--- config.mk ---
export PLATFORM = sky130hd
export DESIGN_NAME = uart_rx
export DESIGN_NICKNAME = d
export VERILOG_FILES = /design/src/rtl/uart_rx_pkg.sv /design/src/rtl/rx_data_sampling.sv /design/src/rtl/uart_rx.sv
export SDC_FILE = /design/constraint.sdc
export NUM_CORES = 1
export LEC_CHECK = 0
export ABC_AREA = 1
export CAP_MARGIN = 20
export CORE_MARGIN = 3
export CORE_UTILIZATION = 57
export DETAILED_ROUTE_END_ITERATION = 8
export PLACE_DENSITY = 0.88
export SETUP_SLACK_MARGIN = 0.05
export SYNTH_ARGS = -nofsm -noshare
export SYNTH_HDL_FRONTEND = slang
export SYNTH_SLANG_ARGS = --single-unit
--- constraint.sdc ---
create_clock -name clk -period 2.1 [get_ports clk]
set_clock_uncertainty 0.2 [all_clocks]
set_input_delay 0.315 -clock clk [delete_from_list [all_inputs] [get_ports clk]]
set_output_delay 0.315 -clock clk [all_outputs]
set_load 0.02 [all_outputs]
--- src/rtl/uart_rx_pkg.sv ---
// Shared types and constants for the UART receiver.
//   rx_state_e      : receiver FSM states
//   PAR_EVEN/PAR_ODD: parity_type encodings (same as the transmitter)
//   SMP_*/VOTE_OFS  : sample positions around the bit midpoint P/2
package uart_rx_pkg;

  typedef enum logic [2:0] {
    IDLE   = 3'd0,
    START  = 3'd1,
    DATA   = 3'd2,
    PARITY = 3'd3,
    STOP   = 3'd4
  } rx_state_e;

  localparam logic PAR_EVEN = 1'b0;
  localparam logic PAR_ODD  = 1'b1;

  // Samples at P/2-1, P/2, P/2+1; vote registered at P/2+2.
  localparam int unsigned SMP_EARLY_OFS = 1;
  localparam int unsigned SMP_LATE_OFS  = 1;
  localparam int unsigned VOTE_OFS      = 2;

  function automatic logic majority3(input logic a, input logic b, input logic c);
    return (a & b) | (a & c) | (b & c);
  endfunction

endpackage

--- src/rtl/rx_data_sampling.sv ---
// Oversampling bit timer and 3-sample majority voter.
//   clk, rst     : clock, synchronous active-high reset
//   en           : count enable (frame in progress or start edge seen)
//   rx_s         : synchronized serial line
//   prescale     : oversampling ratio P
//   sampled_bit  : majority of the three mid-bit samples, valid from P/2+3
//   bit_tick     : high in the cycle where edge_cnt == P-1
module rx_data_sampling
  import uart_rx_pkg::*;
#(
  parameter int unsigned prescale_width = 6
) (
  input  logic                      clk,
  input  logic                      rst,
  input  logic                      en,
  input  logic                      rx_s,
  input  logic [prescale_width-1:0] prescale,
  output logic                      sampled_bit,
  output logic                      bit_tick
);

  localparam int unsigned PW = prescale_width;

  logic [PW-1:0] edge_cnt;
  logic [PW-1:0] edge_nxt;
  logic [PW-1:0] half;
  logic          smp_early;
  logic          smp_mid;
  logic          smp_late;

  assign half = prescale >> 1;

  // Edge counter wraps at P-1 and sits at 0 whenever disabled.
  always_comb begin
    edge_nxt = '0;
    if (en && (edge_cnt != prescale - PW'(1))) begin
      edge_nxt = edge_cnt + PW'(1);
    end
  end

  // bit_tick is decoded from edge_nxt so it lines up with edge_cnt == P-1.
  always_ff @(posedge clk) begin
    if (rst) begin
      edge_cnt    <= '0;
      bit_tick    <= 1'b0;
      smp_early   <= 1'b1;
      smp_mid     <= 1'b1;
      smp_late    <= 1'b1;
      sampled_bit <= 1'b1;
    end else begin
      edge_cnt <= edge_nxt;
      bit_tick <= (edge_nxt == prescale - PW'(1));
      if (edge_cnt == half - PW'(SMP_EARLY_OFS)) smp_early <= rx_s;
      if (edge_cnt == half)                      smp_mid   <= rx_s;
      if (edge_cnt == half + PW'(SMP_LATE_OFS))  smp_late  <= rx_s;
      if (edge_cnt == half + PW'(VOTE_OFS)) begin
        sampled_bit <= majority3(smp_early, smp_mid, smp_late);
      end
    end
  end

endmodule

--- src/rtl/uart_rx.sv ---
// UART receiver: start, in_width data bits LSB first, optional parity, stop.
//   clk, rst     : clock, synchronous active-high reset
//   RX_IN        : asynchronous serial line, idle high
//   prescale     : oversampling ratio (8, 16 or 32)
//   parity_EN    : frame carries a parity bit
//   parity_type  : PAR_EVEN / PAR_ODD
//   P_DATA       : last correctly received word
//   data_valid   : one-cycle pulse when P_DATA updates
//   parity_error : one-cycle pulse at end of a frame with bad parity
//   stop_error   : one-cycle pulse at end of a frame whose stop bit was 0
module uart_rx
  import uart_rx_pkg::*;
#(
  parameter int unsigned in_width       = 8,
  parameter int unsigned prescale_width = 6,
  parameter int unsigned count_width    = 4
) (
  input  logic                      clk,
  input  logic                      rst,
  input  logic                      RX_IN,
  input  logic [prescale_width-1:0] prescale,
  input  logic                      parity_EN,
  input  logic                      parity_type,
  output logic [in_width-1:0]       P_DATA,
  output logic                      data_valid,
  output logic                      parity_error,
  output logic                      stop_error
);

  localparam logic [count_width-1:0] LAST_BIT = count_width'(in_width - 1);

  rx_state_e              state;
  rx_state_e              state_nxt;
  logic                   rx_meta;
  logic                   rx_s;
  logic                   sampled_bit;
  logic                   bit_tick;
  logic                   cnt_en;
  logic [count_width-1:0] bit_cnt;
  logic [in_width-1:0]    shift_reg;
  logic                   par_err_q;
  logic                   exp_parity;
  logic                   dv_nxt;
  logic                   pe_nxt;
  logic                   se_nxt;

  // Two-flop synchronizer; resets to the idle level.
  always_ff @(posedge clk) begin
    if (rst) begin
      rx_meta <= 1'b1;
      rx_s    <= 1'b1;
    end else begin
      rx_meta <= RX_IN;
      rx_s    <= rx_meta;
    end
  end

  // The falling-edge cycle in IDLE already counts as edge 0.
  assign cnt_en = (state != IDLE) || !rx_s;

  rx_data_sampling #(
    .prescale_width(prescale_width)
  ) u_sampling (
    .clk        (clk),
    .rst        (rst),
    .en         (cnt_en),
    .rx_s       (rx_s),
    .prescale   (prescale),
    .sampled_bit(sampled_bit),
    .bit_tick   (bit_tick)
  );

  // State register.
  always_ff @(posedge clk) begin
    if (rst) state <= IDLE;
    else     state <= state_nxt;
  end

  // Next-state logic.
  always_comb begin
    state_nxt = state;
    unique case (state)
      IDLE:   if (!rx_s) state_nxt = START;
      START:  if (bit_tick) state_nxt = sampled_bit ? IDLE : DATA;
      DATA:   if (bit_tick && (bit_cnt == LAST_BIT)) state_nxt = parity_EN ? PARITY : STOP;
      PARITY: if (bit_tick) state_nxt = STOP;
      STOP:   if (bit_tick) state_nxt = IDLE;
      default: state_nxt = IDLE;
    endcase
  end

  // Frame-end flags, registered below.
  always_comb begin
    dv_nxt = 1'b0;
    pe_nxt = 1'b0;
    se_nxt = 1'b0;
    if ((state == STOP) && bit_tick) begin
      pe_nxt = parity_EN & par_err_q;
      se_nxt = ~sampled_bit;
      dv_nxt = sampled_bit & ~(parity_EN & par_err_q);
    end
  end

  always_comb begin
    exp_parity = ^shift_reg;
    unique case (parity_type)
      PAR_EVEN: exp_parity = ^shift_reg;
      PAR_ODD:  exp_parity = ~(^shift_reg);
      default:  exp_parity = ^shift_reg;
    endcase
  end

  // Datapath and output registers.
  always_ff @(posedge clk) begin
    if (rst) begin
      bit_cnt      <= '0;
      shift_reg    <= '0;
      par_err_q    <= 1'b0;
      P_DATA       <= '0;
      data_valid   <= 1'b0;
      parity_error <= 1'b0;
      stop_error   <= 1'b0;
    end else begin
      data_valid   <= dv_nxt;
      parity_error <= pe_nxt;
      stop_error   <= se_nxt;
      if (dv_nxt) P_DATA <= shift_reg;
      if (state == START) par_err_q <= 1'b0;
      if ((state == DATA) && bit_tick) begin
        shift_reg <= {sampled_bit, shift_reg[in_width-1:1]};
        bit_cnt   <= (bit_cnt == LAST_BIT) ? '0 : bit_cnt + count_width'(1);
      end
      if ((state == PARITY) && bit_tick) par_err_q <= sampled_bit ^ exp_parity;
    end
  end

endmodule

==> images/power_grid.png <==
Scale bar: 20 µm. Pins as bars on the die edge. Tap cells in grey.
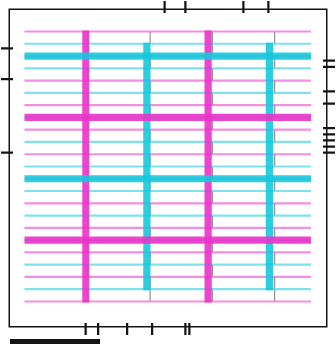
colour	net
cyan	VDD
magenta	VSS
signal pins	22
tap cells	48
met4 straps	4
die height: 70.1 µm
core area: 3800 µm²
Die Wd: 70.1 µm
VDD IR max: 634 µV

==> qor.csv <==
stage;metric;value;unit
status;status;finished, final reports clean;
synthesis;yosysSeqAreaShare;34.2;%
synthesis;synthesis.area;2340;µm²
detailed_routing;via_count;2599;
synthesis;ys_area;2340;µm²
cts;cts_buffer_depth;2;
timing;hold_viol;0;
flow_run;maxCapViolations;0;
synthesis;yosysWarnings;0;
detailed_routing;first_iter_violations;243;
worst_setup_path;cp_max_fo;6;
worst_setup_path;required;2.13;ns
cts;hold_buffers;0;
detailed_routing;vias_per_cell;5.80;
synthesis;common_cells;63 x nor2_1, 62 x nand2_1, 40 x dfxtp_1;
floorplan;core.rowCount;22;
cts;cts_max_level;2;
worst_setup_path;arrival;2.01;ns
timing;drv_slew;0;
synthesis;fp_nets;361;
min_path;hold_path_class;reg -> reg;
synthesis;edf_count;0;
synthesis;ff_type;dfxtp_1;
cts;clk_root_buffer_cell;clkbuf_8;
synthesis;topCellsByArea;dfxtp_1 34%, nor2_1 10%, nand2_1 10%, xor2_1 6.4%, inv_1 5.6%;
detailed_routing;routed_wl;7.04;mm
cts;cts.clk_slew.worst_paths;0.07;ns
timing;worst_slack;0.119;ns
placed_design;io_buffer_count;21;
placed_design;dp_slack;-0.416;ns
detailed_routing;drtAntennaViolNets;0;
layout;final_area;3110;µm²
worst_setup_path;critPathKind;in -> reg;
power_and_ir_drop;leakagePower;1.40;nW
timing;relSlewSlack;76.2;%
layout;layout-drive-gt1-share;22.3;%
synthesis;synth_top_area_share;34.2;%
detailed_routing;drt_first_pass_iters;7;
layout;antenna_cells;0;
layout;finalNetCount;420;
grt;grt.total_usage;24.4;%
timing;setup_viol_count_final;0;
layout;instances_no_fill;448;
placed_design;dp_hpwl;4.26;mm
synthesis;synth.distinct_cells;30;
grt;grt_max_degree;25;
power_and_ir_drop;powerDensity;642;nW/µm²
detailed_routing;drc;0;
floorplan;io_pins;22;
cts;clock.latency.late_pin;0.30;ns
worst_setup_path;cp-end-kind;flip-flop;
timing;tightest_slew;0.354;ns
synthesis;most_common_cell;nor2_1;
worst_setup_path;worst_setup_path_start_kind;primary input;
synthesis;synth_top_cell_by_area;dfxtp_1;
floorplan;initCoreUtil;61.6;%
synthesis;ys_seq_elements;40;
placed_design;gp_congestion;0.845;
grt;grt_pass1_vias;2344;
placed_design;dp.cells;434;
layout;area_growth;32.8;%
synthesis;synth_cells;341;
grt;grt_overflow_total;0;
flow_run;warnings;30;
cts;cts_tree;built;
timing;finalCritPeriodShare;94.3;%
timing;post-route-min-period;1.98;ns
timing;max_freq;505;MHz
synthesis;yosys_cells;341;
cts;clock_sinks;40;
floorplan;dieArea;4910;µm²
grt;antenna_found_initial;0;
grt;grt_first_pass_wirelength;9.96;mm
detailed_routing;wire_per_inst;15.7;µm
synthesis;avgSynthCellArea;6.86;µm²
synthesis;synth-async-reset-ratio;0;%
cts;cts_buffers;5;
placed_design;placed_area;2810;µm²
==> images/placement_by_type.png <==
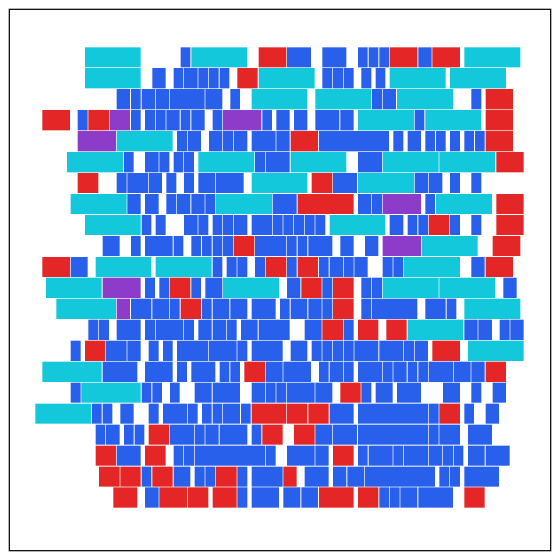
colour	class	cells
red	other buffers and delay cells	58
cyan	flops	40
purple	clock drivers and dummy loads	7
blue	combinational and other logic	295
Seq/total area: 25.9%
Core Util, Final: 81.8%

## through the flow
step	power [mW]	TNS [ns]	utilization (%)	hold slack, ns
6_report	1.99	0	81.8	0.218
5_1_grt	2.09	-0.0116	81.8	0.244
4_1_cts	1.91	0	78.2	0.220
3_5_place_dp	1.42	-3.01	73.9	0.202
3_3_place_gp	1.39	-2.38	73.9	0.195
2_1_floorplan	1.24	0	-	0.189
## critical path, stage by stage
cell             delay, ns
clkdlybuf4s15_1       0.23
inv_4                 0.10
ha_4                  0.19
nand2_4               0.11
nand3_1               0.10
nand2_1               0.12
nand3_2               0.10
nand2_2               0.10
nor2_4                0.05
nand2_4               0.11
nand2_4               0.07
nand2_1               0.06
nand2_1               0.05
nor2_1                0.09
nand3_1               0.11
nor2_1                0.11
## report_power, final
group          leakage [nW]  internal [mW]  switching (mW)
Combinational          1.04          0.244           0.398
Sequential            0.325          0.801          0.0595
Clock                0.0400          0.225           0.265
## final cells by class
cell class	instances	area (µm²)
Clock buffer	5	68.8
Clock inverter	2	12.5
Fill cell	222	693
Inverter	39	151
Multi-Input combinational cell	256	1510
Sequential cell	40	805
Tap cell	48	60.1
Timing Repair Buffer	58	498
## what timing repair did
item                                    in CTS  in global routing
pin swaps                                    8                 14
resized                                     17                 31
endpoints found under the setup margin       9                  5
setup buffers                                4                  2
gates cloned                                 1                  0
## kinds of logic after synthesis
kind of cell               count (synthesis)  synth area share (%)
and+or+nand+nor                          172                  32.2
AOI/OAI and AO/OA                         47                  10.7
buffers and inverters                     46                  7.65
DFF                                       40                  34.2
xor gates and xnor gates                  27                  10.4
adders and majority gates                  9                  4.82
## final timing paths
check                         start                   to  slack, ns  cells past startpoint
max                     prescale[2]  u_sampling.bit_tick       0.12                     16
min                         rx_meta                 rx_s       0.22                      1
max reg2reg  u_sampling.edge_cnt[0]  u_sampling.bit_tick       0.17                      9
min reg2reg                 rx_meta                 rx_s       0.22                      1
## layer usage
layer	part of all wire (%)	global-route usage (%)	up-vias
met2	49	42.6	142
met1	39	29.5	1208
met5	0	0	-
li1	-	-	1213
met4	4.7	7.87	0
met3	7.5	5.61	36
## placed cells by master (no fill, tap or decap), types with 7 or more instances in the layout
cell / n
nor2_1: 61
nand2_1: 55
dfxtp_1: 37
buf_4: 36
inv_1: 32
o21ai_0: 25
xor2_1: 17
clkdlybuf4s50_1: 15
nand3_1: 14
a21oi_1: 14
nand3_2: 11
xnor2_1: 9
nand2_2: 8
nand4_1: 7
Power figures rest on the tool's default switching activity, not on a simulated workload.
